$ cat src/rtl/serial_twos_complement.sv
// Bit-serial PASS / NEGATE / ABS unit: one word in flight, processed LSB-first
// with the copy-through-first-one, invert-thereafter two's complement rule.
module serial_twos_complement #(
    parameter int W  = 4,
    parameter int CW = $clog2(W + 1)
) (
    input  logic         clk,
    input  logic         rst_n,
    input  logic         in_valid,
    output logic         in_ready,
    input  logic [W-1:0] In,
    input  logic [1:0]   mode,
    output logic         out_valid,
    input  logic         out_ready,
    output logic [W-1:0] Out,
    output logic         ovf,
    output logic         busy
);

    typedef enum logic [1:0] {
        IDLE  = 2'b00,
        SHIFT = 2'b01,
        DONE  = 2'b10
    } state_t;

    localparam logic [CW-1:0] LAST_CNT = CW'(W - 1);
    localparam logic [W-1:0]  MOST_NEG = {1'b1, {(W-1){1'b0}}};

    state_t        state_q, state_d;
    logic [CW-1:0] cnt_q, cnt_d;
    logic          seen_q, seen_d;
    logic          inv_q, inv_d;
    logic          ovf_pend_q, ovf_pend_d;
    logic [W-1:0]  data_q, data_d;
    logic [W-1:0]  out_q, out_d;
    logic          ovf_q, ovf_d;
    logic          in_ready_q, in_ready_d;
    logic          out_valid_q, out_valid_d;
    logic          busy_q, busy_d;
    logic          inv_en_s;
    logic          obit_s;

    // Next-state, datapath and registered-output decode.
    always_comb begin
        state_d    = state_q;
        cnt_d      = cnt_q;
        seen_d     = seen_q;
        inv_d      = inv_q;
        ovf_pend_d = ovf_pend_q;
        data_d     = data_q;
        out_d      = out_q;
        ovf_d      = ovf_q;
        inv_en_s   = (mode == 2'b01) || ((mode == 2'b10) && In[W-1]);
        obit_s     = data_q[0] ^ (inv_q & seen_q);

        case (state_q)
            IDLE: begin
                if (in_valid) begin
                    state_d    = SHIFT;
                    cnt_d      = {CW{1'b0}};
                    seen_d     = 1'b0;
                    data_d     = In;
                    inv_d      = inv_en_s;
                    // Only the most-negative word maps onto itself when inverted.
                    ovf_pend_d = inv_en_s && (In == MOST_NEG);
                end else begin
                    state_d = IDLE;
                end
            end
            SHIFT: begin
                data_d = data_q >> 1;
                out_d  = {obit_s, out_q[W-1:1]};
                seen_d = seen_q | data_q[0];
                if (cnt_q == LAST_CNT) begin
                    state_d = DONE;
                    ovf_d   = ovf_pend_q;
                end else begin
                    cnt_d = cnt_q + CW'(1);
                end
            end
            DONE: begin
                if (out_ready) begin
                    state_d = IDLE;
                end else begin
                    state_d = DONE;
                end
            end
            default: begin
                state_d = IDLE;
            end
        endcase

        in_ready_d  = (state_d == IDLE);
        busy_d      = (state_d == SHIFT);
        out_valid_d = (state_d == DONE);
    end

    // State and datapath registers.
    always_ff @(posedge clk or negedge rst_n) begin
        if (!rst_n) begin
            state_q     <= IDLE;
            cnt_q       <= {CW{1'b0}};
            seen_q      <= 1'b0;
            inv_q       <= 1'b0;
            ovf_pend_q  <= 1'b0;
            data_q      <= {W{1'b0}};
            out_q       <= {W{1'b0}};
            ovf_q       <= 1'b0;
            in_ready_q  <= 1'b1;
            out_valid_q <= 1'b0;
            busy_q      <= 1'b0;
        end else begin
            state_q     <= state_d;
            cnt_q       <= cnt_d;
            seen_q      <= seen_d;
            inv_q       <= inv_d;
            ovf_pend_q  <= ovf_pend_d;
            data_q      <= data_d;
            out_q       <= out_d;
            ovf_q       <= ovf_d;
            in_ready_q  <= in_ready_d;
            out_valid_q <= out_valid_d;
            busy_q      <= busy_d;
        end
    end

    assign in_ready  = in_ready_q;
    assign out_valid = out_valid_q;
    assign busy      = busy_q;
    assign Out       = out_q;
    assign ovf       = ovf_q;

endmodule

$ cat config.mk
export PLATFORM = sky130hd
export DESIGN_NAME = serial_twos_complement
export DESIGN_NICKNAME = d
export VERILOG_FILES = /design/src/rtl/serial_twos_complement.sv
export SDC_FILE = /design/constraint.sdc
export NUM_CORES = 1
export LEC_CHECK = 0
export CORE_MARGIN = 10
export CORE_UTILIZATION = 53
export DETAILED_ROUTE_END_ITERATION = 10
export HOLD_SLACK_MARGIN = 0.05
export PLACE_DENSITY = 0.81
export SYNTH_ARGS = -nofsm -noshare
export SYNTH_HDL_FRONTEND = slang
export SYNTH_SLANG_ARGS = --single-unit
$ cat constraint.sdc
create_clock -name clk -period 3.6 [get_ports clk]
set_input_delay 0.72 -clock clk [delete_from_list [all_inputs] [get_ports clk]]
set_output_delay 0.72 -clock clk [all_outputs]
set_load 0.02 [all_outputs]
Figure 1. Clock network drawn from the DEF (run 1).
Scale: 8 px per um.
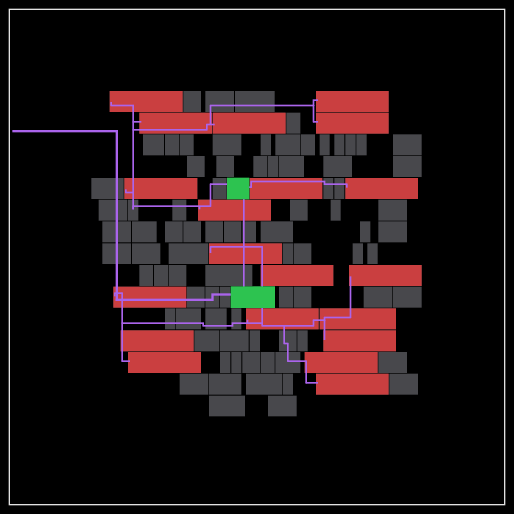
Key: purple = clock wires [length 222 um]; red = flip-flops [count 20]; green = clock-net drivers [count 3]
There are 4 routed clock nets.
clk_lat worst skew: 290 ps
Clk pwr share: 13.0%
Worst Skew: 2.11 ps
P_clk: 126 uW

Figure 2. Cell classes on the final placement (run 1).
Scale: 4 px per um.
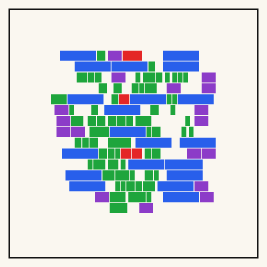
Key: green = remaining logic cells [cells 65, share of their area 36%]; red = clock drivers and dummy loads [cells 4, share of their area 3.3%]; blue = registers [cells 20, share of their area 45%]; purple = remaining buffers and delay cells [cells 17, share of their area 15%]

Figure 3. Port wiring (run 1).
Scale: 8 px per um.
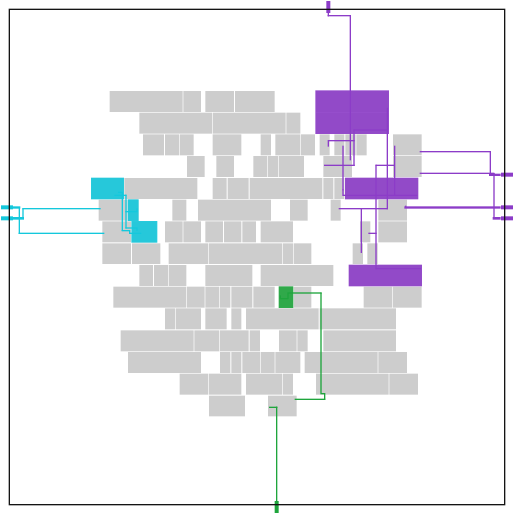
Key: cyan = `mode` [bits 2, direction input, end cells 3, buffers 2, wire 43.3 um]; green = `out_ready` [bits 1, direction input, end cells 1, buffers 1, wire 36.1 um]; purple = `Out` [bits 4, direction output, end cells 4, buffers 4, wire 145 um]
port bufs: 17
# IOs: 18

==> GITHUB_STEP_SUMMARY, run 1 <==
## Synthesis and layout report

| Metric | Value |
|---|---|
| Bufs w/o clock | 17 |
| Hold Path End | Out[0] |
| TritonCTS Buffers | 3 |
| Sequential power | 413 uW |
| Hold Path Depth | 2 |
| Worst-Margin Slew | 848 ps |
| Fraction of registers with async set/reset | 100% |
| Fraction of area in multi-input gates | 34.2% |
| Yosys Instances | 89 |
| DP Wirelength | 1450 um |
| DR vias/cell | 5.82 |
| Startpoint Class | flop |
| Initial DRC Count | 9 |
| # rows | 15 |
| Final tally of hold violations | 0 |
| Register area share after synthesis | 54.3% |
| R2R Path Start | state_q[0] |
| Synth Instances | 89 |
| Total Power | 964 uW |
| Synth Area in Adders | 2.71% |
| Post-Syn Area per Cell | 10.4 um^2 |
| Vias | 716 |
| Vias in the first global route | 699 |
| Worst reg2reg path depth | 3 |
| Met1 usage | 12.8% |
| Max incr delay on CP | 600 ps |
| Comb gates | 61 |
| Sw frac | 39.1% |
| Flop share of the area | 44.4% |
| Gate power share | 44.1% |
| Status | completed |
| Maximum resistive drop on vdd | 0.440 mV |
| Distinct cells, synth | 28 |
| Data buffer area share | 15.0% |
| XOR/XNOR share of the synthesized area | 1.90% |
| Slew headroom | 43.3% |
| Root Buffer | clkbuf_4 |
| MaxCap Viol Count | 0 |
| GRT met3 Usage | 3.25% |
| Ant. Diodes | 0 |
| Post-synth area from yosys stat | 923 um^2 |
| Layout area overhead | 22.5% |
| Internal Power | 588 uW |
| Design Area, Final | 1130 um^2 |
| First-pass GRT wire length | 3070 um |
| Largest class | registers |
| Fin nets | 119 |
| Placed Cells | 119 |
| Power per cell area | 852 nW/um^2 |
| Taps Inserted | 17 |
| # Post-CTS Setup Buffers | 0 |
| Worst Hold Launch | Out[0] |
| Die Size | 3810 um^2 |
| Critical path class | flop to output pin |
| CP bufs+invs | 1 |
| DP Area | 1090 um^2 |
| Final Max Tran Viols | 0 |
| OpenROAD warnings | 26 |
| Post-Syn Area | 923 um^2 |
| Total GRT Usage | 11.0% |
| Total Wirelength | 1910 um |
[run 1: cells in the mapped netlist (2+ instances only)]
master | n | area, um^2
dfrtp_1 | 19 | 475
nand2_1 | 14 | 52.6
a21oi_1 | 6 | 30.0
o22ai_1 | 6 | 37.5
buf_2 | 4 | 20.0
nand2b_1 | 4 | 25.0
nor2_1 | 4 | 15.0
o21ai_1 | 4 | 20.0
nor2b_1 | 3 | 18.8
a22o_1 | 2 | 17.5
ha_1 | 2 | 25.0
inv_1 | 2 | 7.51
inv_2 | 2 | 7.51
mux2_2 | 2 | 22.5
o21ai_0 | 2 | 10.0
[run 1: per-layer routing]
layer  routed length, um  vias up
met5                   0        -
met1                 837      341
li1                    -      350
met2                 905       19
met3                 117        6
met4                  47        0
Figure 4. The metal 3 layer (run 1).
Scale: 6 px per um.
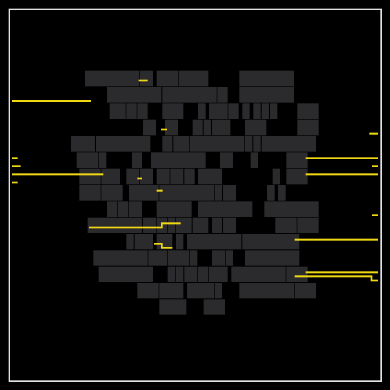

## Run 2: what changed since run 1
--- a/config.mk
+++ b/config.mk
@@ -6,10 +6,10 @@
 export NUM_CORES = 1
 export LEC_CHECK = 0
 export CORE_MARGIN = 10
-export CORE_UTILIZATION = 53
+export CORE_UTILIZATION = 49
 export DETAILED_ROUTE_END_ITERATION = 10
 export HOLD_SLACK_MARGIN = 0.05
-export PLACE_DENSITY = 0.81
+export PLACE_DENSITY = 0.76
 export SYNTH_ARGS = -nofsm -noshare
 export SYNTH_HDL_FRONTEND = slang
 export SYNTH_SLANG_ARGS = --single-unit
==> constraint.sdc (replaced) <==
create_clock -name clk -period 2.12 [get_ports clk]
set_input_delay 0.424 -clock clk [delete_from_list [all_inputs] [get_ports clk]]
set_output_delay 0.424 -clock clk [all_outputs]
set_load 0.02 [all_outputs]
Figure 5. The metal 3 layer (run 2).
Scale: 6 px per um.
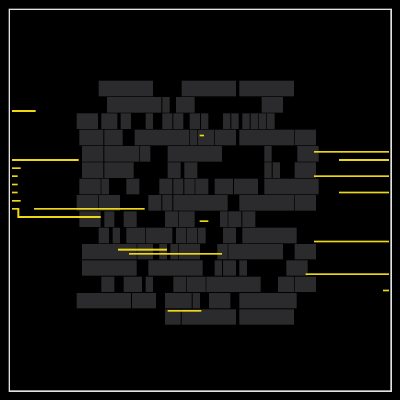
The longest straight run is 18.2 um. The layer holds 8.2% of the routed length.

==> run 2 against run 1 <==
Effect of this change: power up 66%; worst setup slack worse by 1200 ps; utilization decreased by 2.4 points; first-iteration DRC count shrank 22%; global-route usage shrank 1.5 points; critical path depth unchanged; sequential cell count unchanged; wire length down 4.1%; clock power rose by 44%; critical path type unchanged; critical endpoint unchanged; largest cell class unchanged; highest routed layer unchanged.
==> GITHUB_STEP_SUMMARY, run 2 <==
## Synthesis and layout report

| Metric | Value |
|---|---|
| Critical path class | flop to output pin |
| Worst Skew | 11.8 ps (+9.65 ps) |
| Clk_lat worst skew | 300 ps (about the same) |
| Filler Cells Inserted | 157 |
| Slew headroom | 69.4% (+26 points) |
| Cycle use final | 86.5% |
| # Post-CTS Setup Buffers | 0 (unchanged) |
| Yosys warning total | 0 |
| Final tally of hold violations | 0 (unchanged) |
| Critical path peak fanout | 1 |
| Fin nets | 120 (+0.84%) |
| Clk pwr share | 11.3% (-1.7 points) |
| Post-Synth AOI/OAI Area | 16.8% |
| TNS Setup | 0 ps |
| Met1 usage | 10.4% (-2.5 points) |
| Yosys Instances | 89 (unchanged) |
| Distinct cells, synth | 28 (unchanged) |
| TritonCTS Buffers | 3 (unchanged) |
| Total Power | 1600 uW (+66%) |
| DP Wirelength | 1380 um (-5.1%) |
| DRT Pass-1 Iters | 4 |
| Met2 Wirelength | 825 um (-8.8%) |
| Post-synth area from yosys stat | 923 um^2 (unchanged) |
| Max power group | combinational cells |
| Met3 WL post-DR | 149 um (+27%) |
| Design Area, Final | 1140 um^2 (+0.66%) |
| Post-Syn Area per Cell | 10.4 um^2 (unchanged) |
| Max incr delay on CP | 590 ps (about the same) |
| Total GRT Usage | 9.48% (-1.5 points) |
| Mux frac, synth | 4.74% |
| CTS tree | built |
| OpenROAD warnings | 26 (unchanged) |
| P_clk | 181 uW (+44%) |
| Commonest cells post-synth | 19 x dfrtp_1, 14 x nand2_1, 6 x a21oi_1, 6 x o22ai_1 |
| Top cells by area | dfrtp_1 51%, nand2_1 5.7%, o22ai_1 4.1% |
| Startpoint Class | flop |
| Gate power share | 45.0% (+0.9 points) |
| Floorplan Utilization | 52.3% |
| Cell Count, Final, Fillers Out | 132 |
| First-pass GRT wire length | 3080 um (+0.23%) |
| Clk sinks | 20 |
| # rows | 15 (unchanged) |
| Power per cell area | 1400 nW/um^2 (+65%) |
| CP bufs+invs | 1 (unchanged) |
| Routed metal-1 wirelength | 809 um (-3.3%) |
| Routed Antenna Nets | 0 |
| Most frequent logic cell in the layout | dfrtp_1 |
| Initial DRC Count | 7 (-2) |
| Worst-Margin Slew | 460 ps (-389 ps) |
| Reg2Reg Setup Slack | 570 ps |
| Vias in the first global route | 714 (+2.1%) |
| Post-layout util | 64.5% |
| Routability congestion estimate | 0.780 |
| Fraction of registers with async set/reset | 100% (unchanged) |
| Avg WL per Cell | 13.9 um |
| Root Buffer | clkbuf_4 |
| DRC | 0 |
| Post-Syn Area | 923 um^2 (unchanged) |
| Synth top cell by count | dfrtp_1 |
| R2R Path Start | cnt_q[0] |
| Final Max Tran Viols | 0 (unchanged) |
| DP Area | 1110 um^2 (+1.6%) |
| Layout area overhead | 23.3% |
| GRT met3 Usage | 4.24% (+0.99 points) |
| Vias | 717 (+0.14%) |
| Basic Gates by Area | 15.7% |
| Setup ws final | 286 ps |
| Synth Instances | 89 (unchanged) |
| Maximum resistive drop on vdd | 0.787 mV (+79%) |
| # H-tree levels | 1 |
| Ys flops | 20 |
| Ant. Diodes | 0 (unchanged) |
| Port bufs | 17 (unchanged) |
| R2r endpoint | cnt_q[2] |
| Largest net degree at the start of global routing | 21 |
| Die Size | 4020 um^2 (+5.5%) |
| Largest area contributor in the netlist | dfrtp_1 |
| MaxCap Viol Count | 0 (unchanged) |
| Placed Cells | 128 (+7.6%) |
| Total Wirelength | 1830 um (-4.1%) |
| DR vias/cell | 5.43 (-6.7%) |
| XOR/XNOR share of the synthesized area | 1.90% (unchanged) |
| Highest metal used | met4 |
| Synth Area in Adders | 2.71% (unchanged) |
| # IOs | 18 (unchanged) |
| Sw frac | 39.5% (+0.40 points) |
| Worst reg2reg path depth | 5 (+2) |
| Register area share after synthesis | 54.3% (unchanged) |
| Hold buffer count at cts | 0 |
| Sequential power | 699 uW (+69%) |
| Top Layout Cells | 19 x dfrtp_1, 17 x clkdlybuf4s50_1, 14 x nand2_1 |
| Max-area cell share | 51.5% (unchanged) |
| Syn_nets | 101 |
| Status | completed |
| Internal Power | 968 uW (+65%) |
Figure 6. Port wiring (run 2).
Scale: 8 px per um.
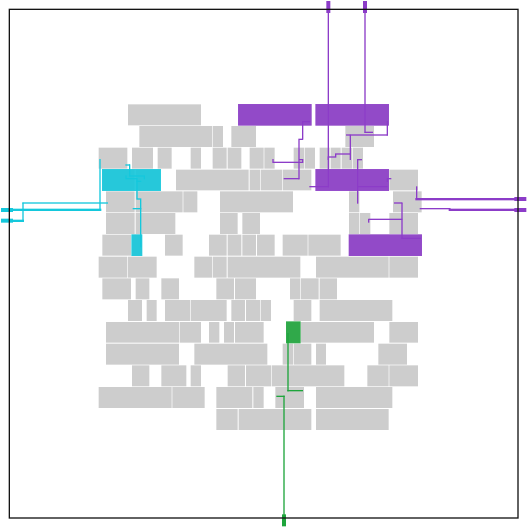
Key: green = `out_ready` [bits 1, direction input, end cells 1, buffers 1, wire 24.7 um]; cyan = `mode` [bits 2, direction input, end cells 3, buffers 2, wire 47.1 um]; purple = `Out` [bits 4, direction output, end cells 4, buffers 4, wire 117 um]

run 2: cell counts after synthesis:
Identical to the previous run, type by type.
run 2: worst max path at each step:
stage,start,end,cells after the start
floorplan,cnt_q[0],cnt_q[2],5
detailed placement,In[2],ovf_pend_q,3
finish,in_ready,in_ready,1
global placement,In[2],ovf_pend_q,3
global route,in_ready,in_ready,1
CTS,in_ready,in_ready,1
run 2: layout make-up:
| cell class | instances | area (um^2) | area share, % |
|---|---|---|---|
| sequential | 20 | 502 | 44.1 |
| multi-input combinational | 61 | 387 | 34.0 |
| timing repair buffer | 18 | 178 | 15.6 |
| tap | 25 | 31.3 | 2.75 |
| clock buffer | 4 | 26.3 | 2.31 |
| inverter | 4 | 15.0 | 1.32 |
Figure 7. Cell classes on the final placement (run 2).
Scale: 4 px per um.
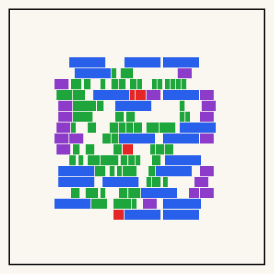

## Run 3: what changed since run 2
--- a/config.mk
+++ b/config.mk
@@ -5,7 +5,7 @@
 export SDC_FILE = /design/constraint.sdc
 export NUM_CORES = 1
 export LEC_CHECK = 0
-export CORE_MARGIN = 10
+export CORE_MARGIN = 2
 export CORE_UTILIZATION = 49
 export DETAILED_ROUTE_END_ITERATION = 10
 export HOLD_SLACK_MARGIN = 0.05
Figure 8. Cell classes on the final placement (run 3).
Scale: 6 px per um.
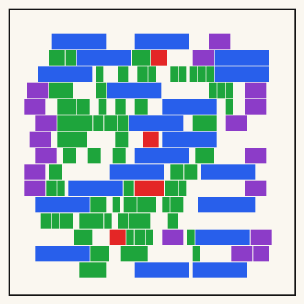
Key: green = remaining logic cells [cells 65, share of their area 36%]; red = clock drivers and dummy loads [cells 4, share of their area 3.2%]; purple = remaining buffers and delay cells [cells 18, share of their area 16%]; blue = registers [cells 20, share of their area 45%]
Design Area, Final: 1150 um^2
post-layout util: 65.8%
# rows: 15

Figure 9. Clock routing (run 3).
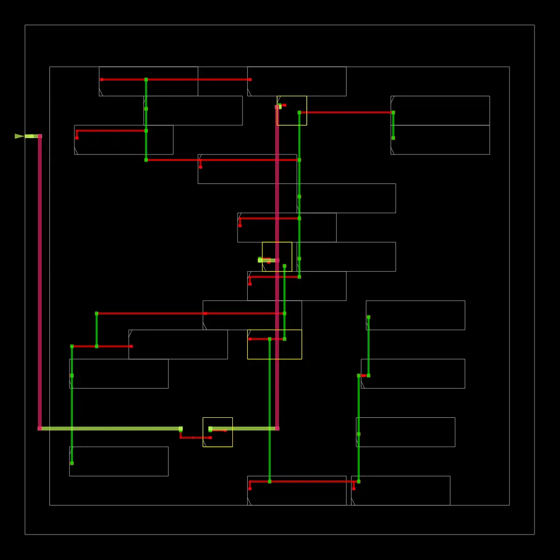
flip-flops: 20
clk sinks: 20
clk_lat worst skew: 310 ps
P_clk: 223 uW
clkbuf count: 4

==> run 3 against run 2 <==
Effect of this change: non-clock buffer count is the same; design area grew 0.88%; clock power grew 23%; sequential cell count is the same; die size shrank 44%; worst setup slack lost 13 ps; via count grew 0.56%; sequential share of layout area shrank 0.38 points; wire length shrank 6.1%; critical endpoint unchanged.
==> GITHUB_STEP_SUMMARY, run 3 <==
## Synthesis and layout report

| Metric | Value |
|---|---|
| Status | completed |
| Met3 WL post-DR | 90 um (-40%) |
| Post-Syn Area | 923 um^2 (unchanged) |
| Routability congestion estimate | 0.752 (-3.6%) |
| First-pass GRT wire length | 2900 um (-5.6%) |
| Final tally of hold violations | 0 (unchanged) |
| Largest area contributor in the netlist | dfrtp_1 |
| Max-area cell share | 51.5% (unchanged) |
| GRT met3 Usage | 3.40% (-0.84 points) |
| # Post-CTS Setup Buffers | 0 (unchanged) |
| CP bufs+invs | 1 (unchanged) |
| Yosys warning total | 0 (unchanged) |
| Clk buf depth | 2 |
| Taps Inserted | 25 (unchanged) |
| DRC | 0 (unchanged) |
| Filler Cells Inserted | 144 (-8.3%) |
| Register area share after synthesis | 54.3% (unchanged) |
| Worst setup EP type | output pin |
| Met2 Wirelength | 816 um (-1.1%) |
| Worst Skew | 2.28 ps (-9.47 ps) |
| Die Span Y | 47.4 um |
| Primary FF master, synth | dfrtp_1 |
| DP Area | 1110 um^2 (unchanged) |
| Syn_nets | 101 (unchanged) |
| CP Depth | 1 (unchanged) |
| Fmax | 541 MHz |
| Fraction of area in multi-input gates | 33.7% (-0.30 points) |
| Final Max Tran Viols | 0 (unchanged) |
| Ant. Diodes | 0 (unchanged) |
| Worst setup path endpoint | in_ready |
| Total GRT Usage | 19.3% (+9.9 points) |
| Cycle use final | 87.1% (+0.59 points) |
| Most frequent logic cell in the layout | dfrtp_1 |
| CP top delay family | buffers and inverters |
| M2 GR Usage | 31.1% |
| Top cells by area | dfrtp_1 51%, nand2_1 5.7%, o22ai_1 4.1% |
| Routed metal-1 wirelength | 750 um (-7.3%) |
| DRT Pass-1 Iters | 4 (unchanged) |
| Distinct cells, synth | 28 (unchanged) |
| Most used routing layer | met2 |
| Vias in the first global route | 659 (-7.7%) |
| Die Wd | 47.4 um |
| Final hold slack | 432 ps |
| Root Buffer | clkbuf_4 |
| Initial antenna violation count | 0 |
| Max incr delay on CP | 590 ps (about the same) |
| Bufs w/o clock | 18 (unchanged) |
| Post-cts resize count | 0 |
| Post-synth EDFFs | 0 |
| Vias | 721 (+0.56%) |
| Critical path peak fanout | 1 (unchanged) |
| Die Size | 2250 um^2 (-44%) |
| Largest net degree at the start of global routing | 21 (unchanged) |
| Slew headroom | 70.2% (+0.81 points) |
| Worst-Margin Slew | 448 ps (-12.1 ps) |
| Data buffer area share | 15.5% (-0.14 points) |
| CORE AREA | 1750 um^2 |
| Total Wirelength | 1720 um (-6.1%) |
| Register area | 502 um^2 (unchanged) |
| Period minus WS final | 1850 ps |
| # IOs | 18 (unchanged) |
| OpenROAD warnings | 26 (unchanged) |
| Worst-path clk slew | 110 ps |
| Post-Syn Area per Cell | 10.4 um^2 (unchanged) |
| Crit-path slowest cell | clkdlybuf4s50_1 |
| Largest class | registers |
| Final setup vio count | 0 |
| Synth top cell by count | dfrtp_1 |
| R2r endpoint | cnt_q[2] |
| Synth Instances | 89 (unchanged) |
| Power per cell area | 1430 nW/um^2 (+1.7%) |
| Total Power | 1640 uW (+2.6%) |
| Top Layout Cells | 19 x dfrtp_1, 17 x clkdlybuf4s50_1, 14 x nand2_1 |
| Signal inverters | 4 (unchanged) |
| Worst reg2reg path depth | 5 (unchanged) |
| Yosys Instances | 89 (unchanged) |
| CTS tree | built |
| Avg WL per Cell | 13.0 um (-6.1%) |
| Maximum resistive drop on vdd | 0.747 mV (-5.1%) |
| Reg2Reg Setup Slack | 610 ps (+40 ps) |
| TNS Setup | 0 ps (unchanged) |
| Critical path required time | 1700 ps |
| Fin nets | 120 (unchanged) |
| DR vias/cell | 5.46 (+0.56%) |
| Initial DRC Count | 10 (+3) |
| MaxCap Viol Count | 0 (unchanged) |
| DP Wirelength | 1300 um (-5.3%) |
| Fraction of registers with async set/reset | 100% (unchanged) |
| Post-synth area from yosys stat | 923 um^2 (unchanged) |
| Port bufs | 17 (unchanged) |
| Total gr overflow | 0 |
| Worst Hold Class | input pin to asynchronous set/reset pin |
| Layout cell share with drive strength beyond 1 | 12.1% |
| Worst EP arrival | 1420 ps |
| Area of the multi-input gates | 387 um^2 (unchanged) |
| Met1 usage | 23.5% (+13 points) |
| Unrepaired setup endpoints after global routing | false |
| Commonest cells post-synth | 19 x dfrtp_1, 14 x nand2_1, 6 x a21oi_1, 6 x o22ai_1 |
| Layout area overhead | 24.4% |
| # H-tree levels | 1 (unchanged) |
| Comb gates | 61 (unchanged) |
| CP cell instances | clkdlybuf4s50_1 |
| Startpoint Class | flop |
| Flop share of the area | 43.7% (-0.38 points) |
| Routed Antenna Nets | 0 (unchanged) |
| CP startpoint | in_ready |
| R2R Path Start | cnt_q[0] |
| TritonCTS Buffers | 3 (unchanged) |
| Ys flops | 20 (unchanged) |
| Critical path class | flop to output pin |
| Floorplan Utilization | 52.9% (+0.56 points) |
| Highest metal used | met4 |
| P_leak | 0.000511 uW |
| Hold buffer count at cts | 0 (unchanged) |
| Clock-cell share | 3.16% (+0.85 points) |
## run 3: cell counts after synthesis
Identical to the previous run, type by type.
## run 3: cells by family (layout without fill, tap and decap cells)
family | count (synthesis) | after routing | share of synthesized area [%]
buffers and inverters | 8 | 26 | 3.79
and+or+nand+nor | 29 | 29 | 15.7
adders and majority gates | 2 | 2 | 2.71
xor gates and xnor gates | 2 | 2 | 1.90
AOI/OAI and AO/OA | 24 | 24 | 16.8
muxes | 4 | 4 | 4.74
DFF | 20 | 20 | 54.3
## run 3: power by group
| part | switching (uW) | internal, uW |
|---|---|---|
| Sequential | 150 | 550 |
| Clock | 118 | 105 |
| Combinational | 372 | 346 |
## run 3: per-stage QoR
stage,setup slack (ps),instances
after floorplan,731,89
final,273,132
after global placement,376,128
after detailed placement,302,128
after CTS,262,132
after global routing,248,132
Power is estimated from default activity; no workload was simulated.
